==> config.mk <==
export PLATFORM = sky130hd
export DESIGN_NAME = median_3x3_mc_flat
export DESIGN_NICKNAME = d
export VERILOG_FILES = /design/src/rtl/median_3x3_mc_if.sv /design/src/rtl/median_3x3_mc.sv /design/src/flat_wrapper.sv
export SDC_FILE = /design/constraint.sdc
export NUM_CORES = 1
export LEC_CHECK = 0
export CAP_MARGIN = 30
export CORE_ASPECT_RATIO = 1.75
export CORE_UTILIZATION = 50
export DETAILED_ROUTE_END_ITERATION = 10
export HOLD_SLACK_MARGIN = 0.15
export PLACE_DENSITY = 0.64
export RECOVER_POWER = 50
export SLEW_MARGIN = 25
export SYNTH_ARGS = -nofsm -noshare
export SYNTH_HDL_FRONTEND = slang
export SYNTH_SLANG_ARGS = --single-unit
export TNS_END_PERCENT = 5
==> constraint.sdc <==
create_clock -name clk -period 34.3 [get_ports clk]
set_input_delay 5.145 -clock clk [delete_from_list [all_inputs] [get_ports clk]]
set_output_delay 5.145 -clock clk [all_outputs]
set_load 0.05 [all_outputs]
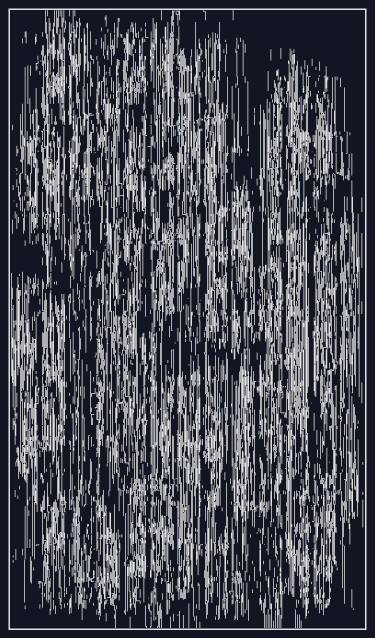
Run 1: signal wires on met2
Scale: 2 px per um.
- wire length on this layer: 40.9 mm
- nets with wire on the layer: 3,138
- main direction: vertical
GRT met2 Usage: 53.6%
drt total wl: 77,500 um
routed via count: 23.4k

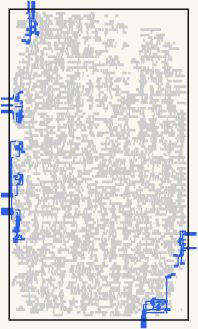
Run 1: port wiring
Scale: 1 px per um.
- blue: bus_din1 (bits 24; direction input; end cells 71; wire 931 um)
I/O pins: 103
Port Buffers: 102

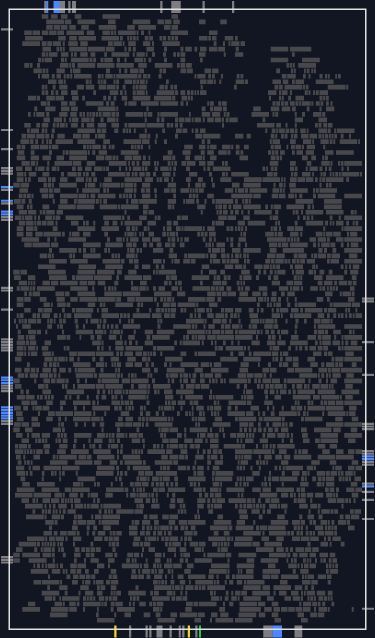
Run 1: pin map
Scale: 2 px per um. Pins as bars across the die edge, other pins in grey.
- yellow: bus_mode (pins 2; direction input; edge south)
- blue: bus_din1 (pins 24; direction input; edge 12 west, 5 south, 4 north, 3 east)
- green: bus_valid_out (pins 1; direction output; edge south)
- all pins by edge: 38 west, 27 south, 19 east, 19 north
Chip Width: 178 um
chip height: 309 um

==> flow_metrics.env, run 1 <==
# flow metrics
export IMPL_outcome="finished, violations left"
export IMPL_violations="capacitance limit, slew limit"
export IMPL_cts_tree="done"
export IMPL_drive_gt1_share_pct=9.32
export IMPL_slew_limit_headroom_pct=-306
export IMPL_final_nets=3710
export IMPL_design_area_um2=29800
export IMPL_grtUsageTotal_pct=28.4
export IMPL_top_area_cell="dfrtp_1"
export IMPL_ctsResizeCount=0
export IMPL_synthTopCellsByArea="dfrtp_1, ha_1, mux2_2"
export IMPL_route_detailed_drc=0
export IMPL_postRouteAntennaNets=0
export IMPL_r2r_setup_slack_ns=21.15
export IMPL_endpoint_kind="register"
export IMPL_final_util_pct=56.0
export IMPL_crit_fanout=36
export IMPL_cts_buffer_depth=3
export IMPL_num_rows=112
export IMPL_rsz0062_at_grt="no"
export IMPL_yosysWarnings=0
export IMPL_cp_start_kind="register"
export IMPL_holdPathStages=1
export IMPL_synth_async_reset_ratio_pct=100
export IMPL_grt_antenna_before_repair=0
export IMPL_maxCapViolCount=9
export IMPL_grt_ovfl_total=0
export IMPL_min_period_ns=13.15
export IMPL_cts_setup_buffers=0
export IMPL_top_cell_area_share_pct=28.0
export IMPL_cp_arrival_ns=13.60
export IMPL_cts_reportedPaths_clkPinSlew_ns=0.07
export IMPL_edf_count=0
export IMPL_flop_cell="dfrtp_1"
export IMPL_required_ns=34.75
export IMPL_ys_ff=302
export IMPL_synthCells=3230
export IMPL_syn2layout_area_growth_pct=10.5
export IMPL_tightest_slew_ns=6.09
export IMPL_cts_buffers=35
export IMPL_worst_clock_skew_ns=0.0250
export IMPL_fmax_mhz=76.0
export IMPL_ys_chip_area_um2=27000
export IMPL_place_congestion=0.957
export IMPL_finalSetupViolCount=0
export IMPL_grt_max_degree=108
export IMPL_finalMaxSlewViolations=608
export IMPL_place_area_um2=28500
[run 1: cell type report]
type / count / area [um^2]
Inverter: 267 / 1000
Clock inverter: 22 / 332
Fill cell: 4941 / 23400
Tap cell: 684 / 856
Timing Repair Buffer: 133 / 1220
Multi-Input combinational cell: 2517 / 17900
Clock buffer: 42 / 953
Sequential cell: 302 / 7560
[run 1: through the flow]
stage,instances,worst slack [ns]
floorplan,3230,22.82
global route,3967,19.81
CTS,3966,21.21
global placement,3901,21.62
detailed placement,3902,21.29
finish,3967,21.15
[run 1: placed cells by master, fill, tap and decap left out, drive strengths merged, types with 14 or more instances in the layout]
cell and n:
ha 377, nor3 16, o211ai 18, o22ai 16, inv 266, a21o 59
nor2b 42, o21ai 446, buf 25, mux2i 164, nand2b 40, o21a 45
nand4 29, dfrtp 302, mux2 190, a21oi 243, a211oi 14, nand3 72
nor2 190, clkdlybuf4s50 99, nand2 367, clkbuf 51, and3 35
[run 1: cells by family after synthesis]
group | share of synthesized area, %
buffers and inverters | 5.85
AOI/OAI and AO/OA | 20.4
DFF | 28.0
and+or+nand+nor | 13.7
adders and majority gates | 17.5
xor gates and xnor gates | 0.520
muxes | 14.0
[run 1: layer usage]
| metal | up-vias | share of wire [%] | routed length [um] | track usage [%] |
|---|---|---|---|---|
| li1 | 11600 | - | - | - |
| met1 | 11200 | 37 | 28600 | 29.4 |
| met2 | 475 | 53 | 40900 | 53.6 |
| met3 | 225 | 2.9 | 2230 | 2.57 |
| met4 | 0 | 7.3 | 5660 | 19.3 |
| met5 | - | 0 | 0 | 0 |
Run 1, cell outlines without signal wires:
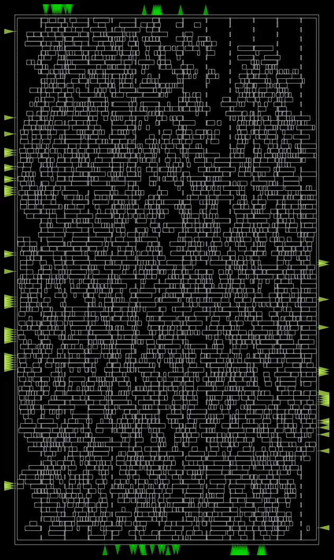

==> run 1 -> run 2 <==
==> constraint.sdc (replaced) <==
create_clock -name clk -period 12.99 [get_ports clk]
set_input_delay 1.9485 -clock clk [delete_from_list [all_inputs] [get_ports clk]]
set_output_delay 1.9485 -clock clk [all_outputs]
set_load 0.05 [all_outputs]
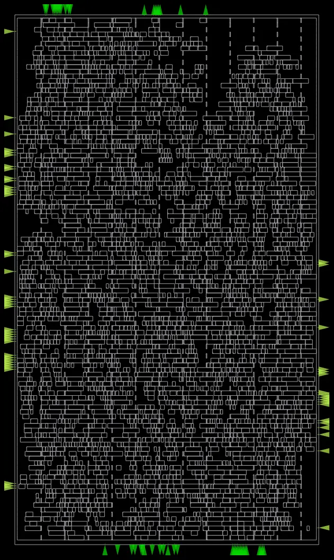
Run 2: cell outlines without signal wires
Rows: 112
# Taps: 684
Seq Cell Count: 302

==> flow_metrics.env, run 2 <==
# flow metrics
export IMPL_outcome="finished, violations left"
export IMPL_violations="capacitance limit, slew limit"
export IMPL_crit_fanout=22
export IMPL_top_layer_used="met4"
export IMPL_vias=23600
export IMPL_yosysWarnings=0
export IMPL_flop_cell="dfrtp_1"
export IMPL_grt_antenna_before_repair=0
export IMPL_die_w_um=178
export IMPL_place_congestion=0.951
export IMPL_simple_gate_share_pct=13.7
export IMPL_postRouteAntennaNets=0
export IMPL_cp_start_kind="register"
export IMPL_finalMaxSlewViolations=470
export IMPL_maxCapViolCount=8
export IMPL_ios=103
export IMPL_grt_max_degree=115
export IMPL_ctsResizeCount=0
export IMPL_grtUsageTotal_pct=28.9
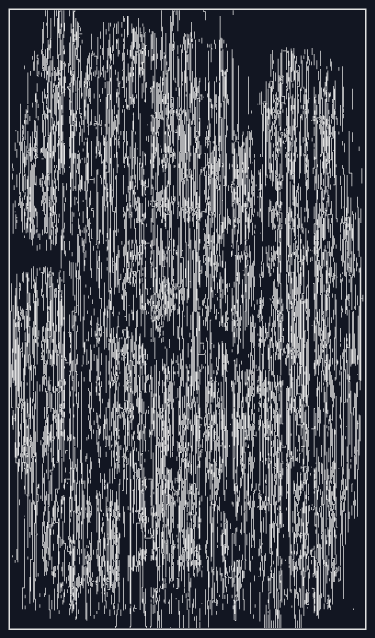
Run 2: signal wires on met2
Scale: 2 px per um.
- wire length on this layer: 42.0 mm
- main direction: vertical
- longest straight run: 78.9 um
GRT met2 Usage: 55.0%
drt total wl: 78,600 um

## run 2: cell counts after synthesis
No cell type changed its count.
## run 2: area by class of cell
cell class	instances	area, um^2	share of cell area, %
Multi-Input combinational cell	2517	17900	59.9
Tap cell	684	856	2.87
Sequential cell	302	7560	25.3
Timing Repair Buffer	151	1370	4.60
Clock inverter	16	188	0.629
Clock buffer	44	970	3.25
Inverter	267	1000	3.36
## run 2: metal layers
metal	vias up	track usage, %
li1	11600	-
met1	11300	30.2
met2	538	55.0
met3	217	2.50
met4	0	17.9
met5	-	0
## run 2: through the flow
stage / setup slack, ns / std cells
global placement: 0.716 / 3911
CTS: 0.724 / 3973
floorplan: 1.51 / 3230
global route: 0.0109 / 3981
finish: 0.891 / 3981
detailed placement: 0.724 / 3913
## run 2: cell families after synthesis
group,count (synthesis)
AND/OR/NAND/NOR,824
AND-OR/OR-AND,945
flip-flops,302
buffers and inverters,411
adder cells (fa/ha/maj),378
multiplexers,354
XOR/XNOR,16
## run 2: worst max-delay path, delay by kind of cell (launching register included)
kind                     cells  cell delay, ns
AND/OR/NAND/NOR             17            3.43
AND-OR/OR-AND               22            4.45
adder cells (fa/ha/maj)      6            1.95
flip-flops                   1            0.50
buffers and inverters        2            0.51
multiplexers                 3            1.07
